===== config.mk =====
export PLATFORM = sky130hd
export DESIGN_NAME = lcs_job_sequencer
export DESIGN_NICKNAME = d
export VERILOG_FILES = /design/src/rtl/lcs_job_sequencer.sv
export SDC_FILE = /design/constraint.sdc
export NUM_CORES = 1
export LEC_CHECK = 0
export CAP_MARGIN = 20
export CORE_MARGIN = 2
export CORE_UTILIZATION = 50
export DETAILED_ROUTE_END_ITERATION = 16
export GPL_TIMING_DRIVEN = 1
export PLACE_DENSITY = 0.69
export SLEW_MARGIN = 5
export SYNTH_ARGS = -nofsm -noshare
export SYNTH_HDL_FRONTEND = slang
export SYNTH_SLANG_ARGS = --single-unit

===== constraint.sdc =====
create_clock -name clk -period 4.96 [get_ports clk]
set_clock_uncertainty 0.05 [all_clocks]
set_input_delay 0.744 -clock clk [delete_from_list [all_inputs] [get_ports clk]]
set_output_delay 0.744 -clock clk [all_outputs]
set_load 0.02 [all_outputs]

===== src/rtl/lcs_job_sequencer.sv =====
// lcs_job_sequencer: loads one (n, m) job into an input buffer, runs the lcs kernel
// over ap_ctrl_hs, captures its writes and streams the result with valid/ready.
module lcs_job_sequencer #(
    parameter int IN_DEPTH  = 16,
    parameter int OUT_DEPTH = 8,
    parameter int TIMEOUT   = 4096,
    localparam int IAW = $clog2(IN_DEPTH),
    localparam int OAW = $clog2(OUT_DEPTH),
    localparam int CW  = $clog2(TIMEOUT + 1)
) (
    input  logic           clk,
    input  logic           rstn,
    input  logic           cfg_valid,
    output logic           cfg_ready,
    input  logic [7:0]     cfg_n,
    input  logic [7:0]     cfg_m,
    input  logic           in_valid,
    output logic           in_ready,
    input  logic [7:0]     in_data,
    output logic           ap_start,
    input  logic           ap_done,
    input  logic           ap_idle,
    input  logic           ap_ready,
    input  logic [IAW-1:0] data_in_address0,
    input  logic           data_in_ce0,
    output logic [7:0]     data_in_q0,
    input  logic [OAW-1:0] data_out_address0,
    input  logic           data_out_ce0,
    input  logic           data_out_we0,
    input  logic [7:0]     data_out_d0,
    output logic [31:0]    n,
    output logic [31:0]    m,
    output logic           res_valid,
    input  logic           res_ready,
    output logic [7:0]     res_data,
    output logic           res_last,
    output logic [OAW:0]   res_len,
    output logic           job_done,
    output logic           job_err,
    output logic           fault
);
    typedef enum logic [2:0] {IDLE, LOAD, START, RUN, DRAIN, FAULT} state_t;
    state_t         r_state;
    logic [7:0]     r_in_buf [IN_DEPTH];
    logic [7:0]     r_out_buf [OUT_DEPTH];
    logic [7:0]     r_n, r_m, r_q;
    logic [IAW-1:0] r_wr_ptr;
    logic [OAW-1:0] r_rd_ptr;
    logic [OAW:0]   r_res_len;
    logic [CW-1:0]  r_wd;
    logic           r_job_err;
    logic [8:0]     w_cfg_sum, w_len;
    logic [OAW:0]   w_wr_end;
    logic           w_cfg_bad, w_cfg_hs, w_in_hs, w_res_hs, w_wr, w_last, w_unused;
    assign w_unused  = ap_idle;
    assign w_cfg_sum = {1'b0, cfg_n} + {1'b0, cfg_m};
    assign w_len     = {1'b0, r_n} + {1'b0, r_m};
    assign w_cfg_bad = cfg_n == 8'd0 || cfg_m == 8'd0 || w_cfg_sum > 9'(IN_DEPTH);
    assign w_cfg_hs  = cfg_valid && cfg_ready;
    assign w_in_hs   = in_valid && in_ready;
    assign w_res_hs  = res_valid && res_ready;
    assign w_wr      = (r_state == START || r_state == RUN) && data_out_ce0 && data_out_we0;
    assign w_wr_end  = {1'b0, data_out_address0} + 1'b1;
    assign w_last    = {1'b0, r_rd_ptr} == r_res_len - 1'b1;
    assign cfg_ready  = r_state == IDLE;
    assign in_ready   = r_state == LOAD;
    assign ap_start   = r_state == START;
    assign fault      = r_state == FAULT;
    assign res_valid  = r_state == DRAIN && r_res_len != '0;
    assign res_data   = res_valid ? r_out_buf[r_rd_ptr] : 8'h00;
    assign res_last   = res_valid && w_last;
    assign job_done   = r_state == DRAIN && (r_res_len == '0 || (w_res_hs && w_last));
    assign job_err    = r_job_err;
    assign n          = {24'b0, r_n};
    assign m          = {24'b0, r_m};
    assign res_len    = r_res_len;
    assign data_in_q0 = r_q;
    // Buffers keep their contents across reset; only pointers and lengths are cleared.
    always_ff @(posedge clk) begin
        if (w_in_hs) r_in_buf[r_wr_ptr] <= in_data;
        if (w_wr) r_out_buf[data_out_address0] <= data_out_d0;
    end
    always_ff @(posedge clk) begin
        if (!rstn) begin
            r_state   <= IDLE;
            r_n       <= '0;
            r_m       <= '0;
            r_q       <= '0;
            r_wr_ptr  <= '0;
            r_rd_ptr  <= '0;
            r_res_len <= '0;
            r_wd      <= '0;
            r_job_err <= 1'b0;
        end else begin
            r_job_err <= w_cfg_hs && w_cfg_bad;
            if (data_in_ce0) r_q <= 9'(data_in_address0) < w_len ? r_in_buf[data_in_address0] : 8'h00;
            if (w_wr && w_wr_end > r_res_len) r_res_len <= w_wr_end;
            case (r_state)
                IDLE: if (w_cfg_hs && !w_cfg_bad) begin
                    r_n       <= cfg_n;
                    r_m       <= cfg_m;
                    r_wr_ptr  <= '0;
                    r_res_len <= '0;
                    r_state   <= LOAD;
                end
                LOAD: if (w_in_hs) begin
                    r_wr_ptr <= r_wr_ptr + 1'b1;
                    if (9'(r_wr_ptr) == w_len - 9'd1) begin
                        r_wd    <= '0;
                        r_state <= START;
                    end
                end
                START, RUN: begin
                    r_wd <= r_wd + 1'b1;
                    if (ap_done) begin
                        r_rd_ptr <= '0;
                        r_state  <= DRAIN;
                    end else if (r_wd == CW'(TIMEOUT - 1)) r_state <= FAULT;
                    else if (r_state == START && ap_ready) r_state <= RUN;
                end
                DRAIN: if (r_res_len == '0) r_state <= IDLE;
                else if (w_res_hs) begin
                    r_rd_ptr <= r_rd_ptr + 1'b1;
                    if (w_last) r_state <= IDLE;
                end
                default: ;
            endcase
        end
    end
endmodule


==> out/qor.yml, run 1 <==
status: "completed"
max_freq_ghz: 0.254
dr_wl_met3_um: 1070
crit_path_max_fanout: 12
dp_slack_ns: 0.995
power_frac_seq_pct: 52.0
yosys_warnings: 0
setup_tns_ns: 0
swShare_pct: 21.2
hp-class: "reg -> reg"
grt_pass1_wl_um: 34700
fp.dieW_um: 155
postRouteAntennaNets: 0
edf_count: 192
clkbuf_count: 38
grt-ovfl-total: 0
num-nets-final: 985
sh_comb_area_pct: 30.6
dp_hpwl_um: 15200
r2r_slack_ns: 1.24
cts_root_buf: "clkbuf_16"
cp.arrival_ns: 3.14
fp.dieArea_mm2: 0.0240
topCellsByArea: "edfxtp_1 51%, mux4_2 11%, dfxtp_1 9.7%, ha_1 3.5%, buf_4 3.2%"
min-delay-start: "r_wd[11]$_SDFFE_PN0P_"
ys_sh_adder_pct: 3.87
layout-area-overhead-vs-synth_pct: 16.3
p_per_area_mw_per_mm2: 325
maxCapViolCount: 0
gr-usage-all-layers_pct: 18.3
numPortBuffers: 92
cts_num_sinks: 247
seq_share_pct: 51.8
grt_setup_unrepaired: "no"
dpl_cell_area_mm2: 0.0124
drt-total-wl_um: 22000
ff_count: 247
required_ns: 4.17
logic_gate_count: 480
p_clk_mw: 1.78
warnings: 30
die_y_um: 155
path_cells: "or3b_1 -> or2_2 -> inv_2 -> and4_1 -> a21oi_1 -> nor2_1 -> clkdlybuf4s50_1"
largest_class: "registers"
synth_cell_types: 65
regArea_mm2: 0.00687
setup.worst_path.end: "job_done"
grt-busiest-layer: "met2"
drc_errors: 0
relSlewSlack_pct: 39.4
vias: 6596
timing.hold.ws_ns: 0.430
cp-start-kind: "flip-flop"
ys_chip_area_mm2: 0.0114
nonClkBufAreaFrac_pct: 7.82
postSynthCellCount: 800
peakVddDrop_uv: 291
grt_pass1_vias: 6438
antenna_found_initial: 0
top_cell_area_share_pct: 50.6
syn_avg_cell_area_um2: 14.2
powerSeq_mw: 2.24
ys_seq_share_pct: 60.3
r2r_cells: 11
finalWeightedCongestion: 0.785
top_layer: "met4"
taps: 285
r2r_end: "r_wd[12]$_SDFFE_PN0P_"
rr_startpoint: "r_m[0]$_SDFFE_PN0P_"
p_sw_mw: 0.914
cp_slowest_stage_delay_ns: 0.61
min_to: "r_wd[11]$_SDFFE_PN0P_"
synth_xor_xnor_area_share_pct: 1.62
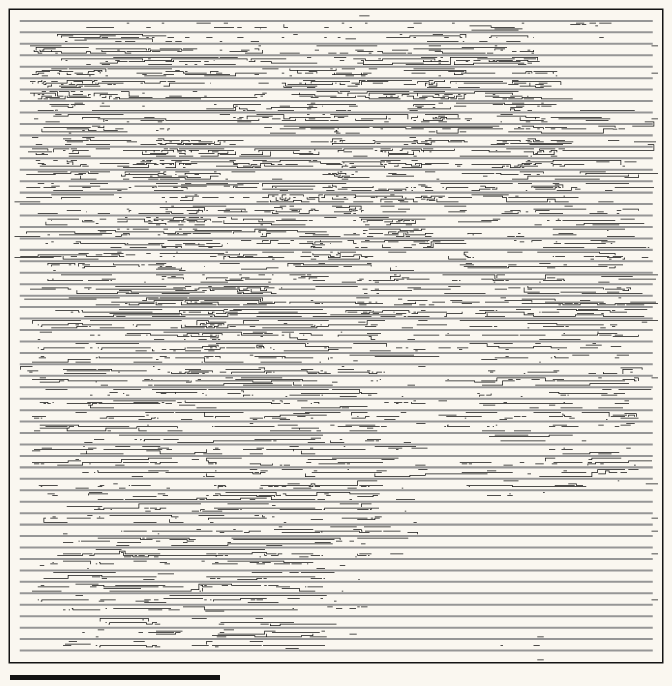
Figure 1: run 1, metal 1.
Scale bar: 50 um. Supply wires on this layer in gray.
890 nets have wire on it. The longest straight run is 51.1 um. The wires run mostly horizontal. The layer holds 46% of the routed length.

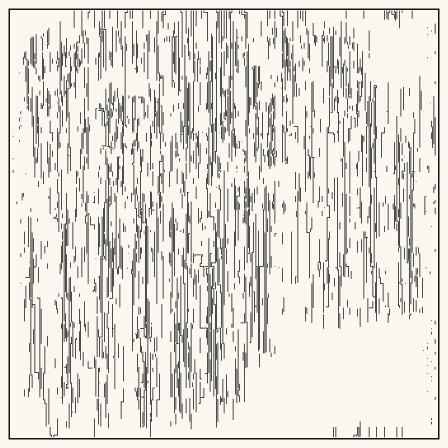
Figure 2: run 1, signal wires on met2.
The layer holds 48% of the routed length. The layer carries 10,500 um of wire.

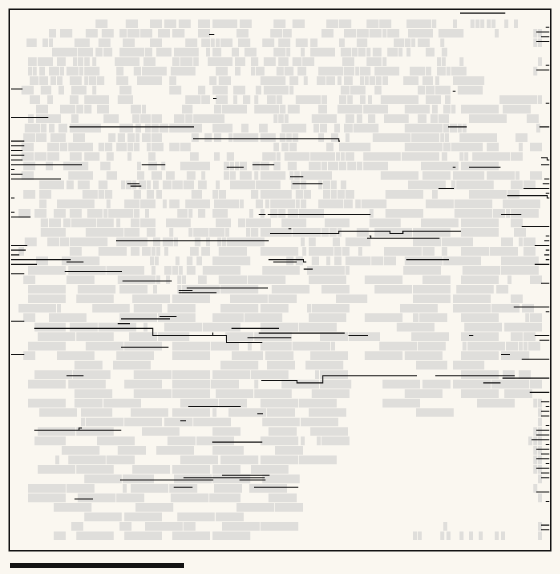
Figure 3: run 1, metal 3.
Scale bar: 50 um. Cells faint in the background.
The layer holds 4.9% of the routed length. 112 nets have wire on it.

Figure 4. Clock routing (run 1).
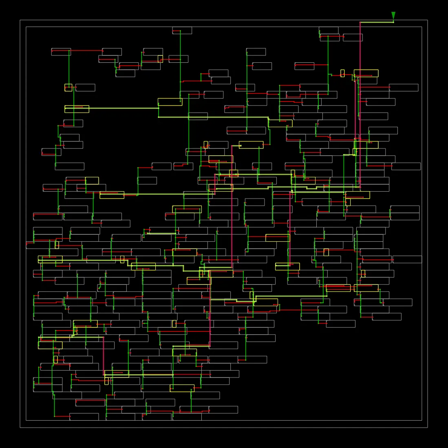

==> run 2: changes to the inputs <==
==> constraint.sdc (replaced) <==
create_clock -name clk -period 3.85 [get_ports clk]
set_clock_uncertainty 0.05 [all_clocks]
set_input_delay 0.5775 -clock clk [delete_from_list [all_inputs] [get_ports clk]]
set_output_delay 0.5775 -clock clk [all_outputs]
set_load 0.02 [all_outputs]
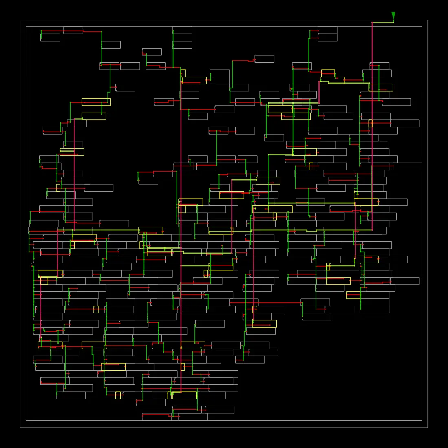
Figure 5: run 2, clock routing.
Power Clock: 2.38 mW
worst-skew pair later-pin latency: 0.53 ns
TritonCTS Buffers: 26
clock buffers: 38

==> run 2 against run 1 <==
  * First-iteration DRC count is 36% lower
  * Flip-flop count unchanged
  * Power up 31%
  * Synthesized area did not move
  * Global-route usage is essentially flat
  * Clock power up 34%
  * Setup slack worse by 0.84 ns
  * Largest power group unchanged
==> out/qor.yml, run 2 <==
status: "completed"
top_cell_area_share_pct: 50.6  # unchanged
path_cells: "or3b_1 -> or2_2 -> inv_2 -> and4_1 -> a21oi_1 -> nor2_1 -> clkdlybuf4s50_1"
cp.arrival_ns: 3.04  # -0.10 ns
largest_register_ffs: 128
swShare_pct: 20.9  # -0.39 points
layout-area-overhead-vs-synth_pct: 18.2
timing.hold.ws_ns: 0.430  # +0.000743 ns
dr_wl_met3_um: 939  # -12%
seq_share_pct: 51.0  # -0.81 points
grt_pass1_vias: 6390  # -0.75%
regArea_mm2: 0.00687  # unchanged
ys_seq_share_pct: 60.3  # unchanged
synth_xor_xnor_area_share_pct: 1.62  # unchanged
r2r_slack_ns: 0.28  # -0.96 ns
total_power_mw: 5.64
required_ns: 3.22  # -0.95 ns
internal_power_mw: 4.46
grt-busiest-layer: "met2"
ys_chip_area_mm2: 0.0114  # unchanged
setup_viol: 0
postSynthCellCount: 800  # unchanged
die_y_um: 155  # unchanged
gr-usage-all-layers_pct: 18.4  # about the same
min_to: "r_wd[11]$_SDFFE_PN0P_"
cp_num_cells: 7
cts_num_sinks: 247  # unchanged
top_layer: "met4"
dp_hpwl_um: 15400  # +1.0%
antenna_found_initial: 0  # unchanged
logic_gate_count: 480  # unchanged
simple_gate_share_pct: 9.15
p_sw_mw: 1.18  # +29%
rr_startpoint: "r_m[0]$_SDFFE_PN0P_"
crit_path_end_kind: "primary output"
vias: 6618  # +0.33%
hp-class: "reg -> reg"
numPortBuffers: 92  # unchanged
cp-start-kind: "flip-flop"
peakVddDrop_uv: 393  # +35%
ff_count: 247  # unchanged
crit_path_max_fanout: 11  # -1
combPwrFrac_pct: 6.7
fillers: 1720
drt-total-wl_um: 21800  # -0.76%
stdcell_count: 1228
nonClkBufAreaFrac_pct: 8.85  # +1.0 points
r2r_cells: 11  # unchanged
yosys_warnings: 0  # unchanged
grt_pass1_wl_um: 34500  # -0.83%
final_cell_mix: "192 x edfxtp_1, 91 x clkdlybuf4s50_1, 56 x mux4_2"
floorplan.core_util_pct: 50.6
setup.worst_path.end: "job_done"
yosysMostFrequentCell: "edfxtp_1"
cts_root_buf: "clkbuf_16"
sh_comb_area_pct: 30.2  # -0.48 points
warnings: 30  # unchanged
drtIter0Drc: 319
edf_count: 192  # unchanged
critPathTopFamily: "simple AND/OR/NAND/NOR gates"
dpl_cell_area_mm2: 0.0126  # +1.5%
clockBufferDepth: 3
dp_slack_ns: -0.147  # -1.14 ns
async_reset_ff_share_pct: 0
max_freq_ghz: 0.273
relSlewSlack_pct: 43.4  # +3.9 points
fp.dieArea_mm2: 0.0240  # unchanged
period_needed_ns: 3.67
mux_share_pct: 13.4
drive_gt1_share_pct: 15.0
min-delay-start: "r_wd[11]$_SDFFE_PN0P_"
topCellsByArea: "edfxtp_1 51%, mux4_2 11%, dfxtp_1 9.7%, ha_1 3.5%, buf_4 3.2%"
drc_errors: 0  # unchanged
powerSeq_mw: 2.88  # +29%
grt_setup_unrepaired: "no"
finalWeightedCongestion: 0.792  # +0.90%
topCombFamilyByArea: "multiplexers"
grt-ovfl-total: 0  # unchanged
power_frac_seq_pct: 51.1  # -0.9 points
ys_sh_adder_pct: 3.87  # unchanged
fp.dieW_um: 155  # unchanged
taps: 285  # unchanged
p_per_area_mw_per_mm2: 419  # +29%
postRouteAntennaNets: 0  # unchanged
cp_slowest_stage_delay_ns: 0.61  # about the same
r2r_end: "r_wd[10]$_SDFFE_PN0P_"
setup_tns_ns: 0  # unchanged
maxCapViolCount: 0  # unchanged
powerComb_mw: 0.376
synth_cell_types: 65  # unchanged
clk_share_pct: 6.17
largest_class: "registers"
syn_avg_cell_area_um2: 14.2  # unchanged
num-nets-final: 1007  # +2.2%
Figure 6. Metal 1 (run 2).
Scale bar: 50 um. Supply wires on this layer in gray.
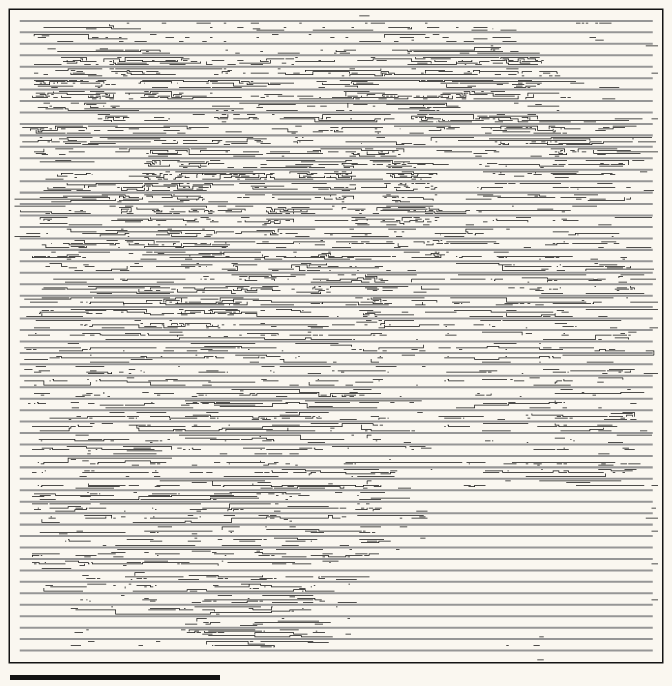

==> run 3: changes to the inputs <==
--- a/config.mk
+++ b/config.mk
@@ -11,6 +11,7 @@
 export DETAILED_ROUTE_END_ITERATION = 16
 export GPL_TIMING_DRIVEN = 1
 export PLACE_DENSITY = 0.69
+export REMOVE_ABC_BUFFERS = 1
 export SLEW_MARGIN = 5
 export SYNTH_ARGS = -nofsm -noshare
 export SYNTH_HDL_FRONTEND = slang
==> constraint.sdc (replaced) <==
create_clock -name clk -period 3.5 [get_ports clk]
set_clock_uncertainty 0.05 [all_clocks]
set_input_delay 0.525 -clock clk [delete_from_list [all_inputs] [get_ports clk]]
set_output_delay 0.525 -clock clk [all_outputs]
set_load 0.02 [all_outputs]
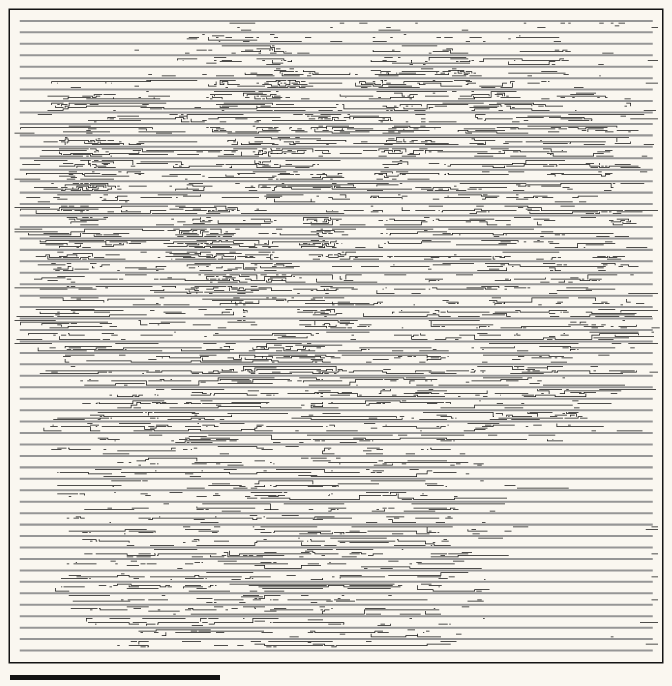
Figure 7: run 3, metal 1.
Scale bar: 50 um. Supply wires on this layer in gray.
931 nets have wire on it. The layer carries 10,300 um of wire. The layer holds 44% of the routed length.

==> run 3 against run 2 <==
  * Utilization grew 0.91 points
  * Non-clock buffer count grew 18
  * Via count grew 4.5%
  * Wire length grew 6.8%
  * Cell area grew 1.5%
  * Synthesized cell count is the same
  * Largest cell class unchanged
==> out/qor.yml, run 3 <==
status: "completed"
clock_latency_ns: 0.52  # about the same
crit_path_end_kind: "flip-flop"
powerSeq_mw: 3.17  # +10%
ff_count: 247  # unchanged
powerComb_mw: 0.422  # +12%
nonClkBufAreaFrac_pct: 10.0  # +1.2 points
r2r_cells: 12  # +1
cts_num_sinks: 247  # unchanged
grt_pass1_wl_um: 36600  # +6.3%
grt-ovfl-total: 0  # unchanged
postSynthCellCount: 800  # unchanged
power_frac_seq_pct: 51.1  # about the same
floorplan.core_util_pct: 50.6  # unchanged
mux_share_pct: 13.4  # unchanged
top_layer: "met5"
drive_gt1_share_pct: 18.0  # +3.1 points
dp_hpwl_um: 16100  # +4.7%
min-delay-start: "r_wd[7]$_SDFFE_PN0P_"
num-nets-final: 1025  # +1.8%
setup.worst_path.end: "r_wd[12]$_SDFFE_PN0P_"
top_cell_area_share_pct: 50.6  # unchanged
vias: 6916  # +4.5%
swShare_pct: 21.3  # +0.47 points
warnings: 29  # -3.3%
rr_startpoint: "r_m[0]$_SDFFE_PN0P_"
timing.hold.ws_ns: 0.428  # -0.00285 ns
taps: 285  # unchanged
seq_share_pct: 50.3  # -0.75 points
largest_register_ffs: 128  # unchanged
maxCapViolCount: 0  # unchanged
p_per_area_mw_per_mm2: 454  # +8.3%
finalWeightedCongestion: 0.870  # +9.8%
total_power_mw: 6.20  # +10%
fp.dieArea_mm2: 0.0240  # unchanged
synth_xor_xnor_area_share_pct: 1.62  # unchanged
logic_gate_count: 481  # +0.21%
clockBufferDepth: 3  # unchanged
r2r_end: "r_wd[12]$_SDFFE_PN0P_"
internal_power_mw: 4.88  # +9.3%
max_freq_ghz: 0.292
regArea_mm2: 0.00687  # about the same
topCombFamilyByArea: "multiplexers"
setup_tns_ns: 0  # unchanged
postRouteAntennaNets: 0  # unchanged
drc_errors: 0  # unchanged
edf_count: 192  # unchanged
largest_class: "registers"
dp_slack_ns: -0.178  # -0.0307 ns
sh_comb_area_pct: 29.9  # -0.25 points
grt_pass1_vias: 6709  # +5.0%
r2r_slack_ns: 0.08  # -0.20 ns
gr-usage-all-layers_pct: 19.6  # +1.2 points
cp-start-kind: "flip-flop"
drt-total-wl_um: 23300  # +6.8%
critPathTopFamily: "simple AND/OR/NAND/NOR gates"
async_reset_ff_share_pct: 0  # unchanged
drtIter0Drc: 527  # +65%
p_sw_mw: 1.32  # +12%
combPwrFrac_pct: 6.8  # about the same
simple_gate_share_pct: 9.15  # unchanged
stdcell_count: 1245  # +1.4%
hp-class: "reg -> reg"
ys_chip_area_mm2: 0.0114  # unchanged
cp.arrival_ns: 3.82  # +0.78 ns
relSlewSlack_pct: 44.4  # +1.1 points
clk_share_pct: 6.06  # -0.10 points
cts_buffers: 25  # -3.8%
ys_sh_adder_pct: 3.87  # unchanged
peakVddDrop_uv: 420  # +6.8%
crit_path_max_fanout: 11  # unchanged
period_needed_ns: 3.42
dpl_cell_area_mm2: 0.0128  # +1.1%
dr_wl_met3_um: 1450  # +55%
cp_slowest_stage_delay_ns: 0.50  # -0.11 ns
yosys_warnings: 0  # unchanged
min_to: "r_wd[7]$_SDFFE_PN0P_"
cp_num_cells: 12  # +5
numPortBuffers: 92  # unchanged
p_clk_mw: 2.61  # +9.7%
final_cell_mix: "192 x edfxtp_1, 90 x clkdlybuf4s50_1, 56 x mux4_2"
ys_seq_share_pct: 60.3  # unchanged
clkbuf_count: 33  # -13%
Power figures rest on the tool's default switching activity, not on a simulated workload.
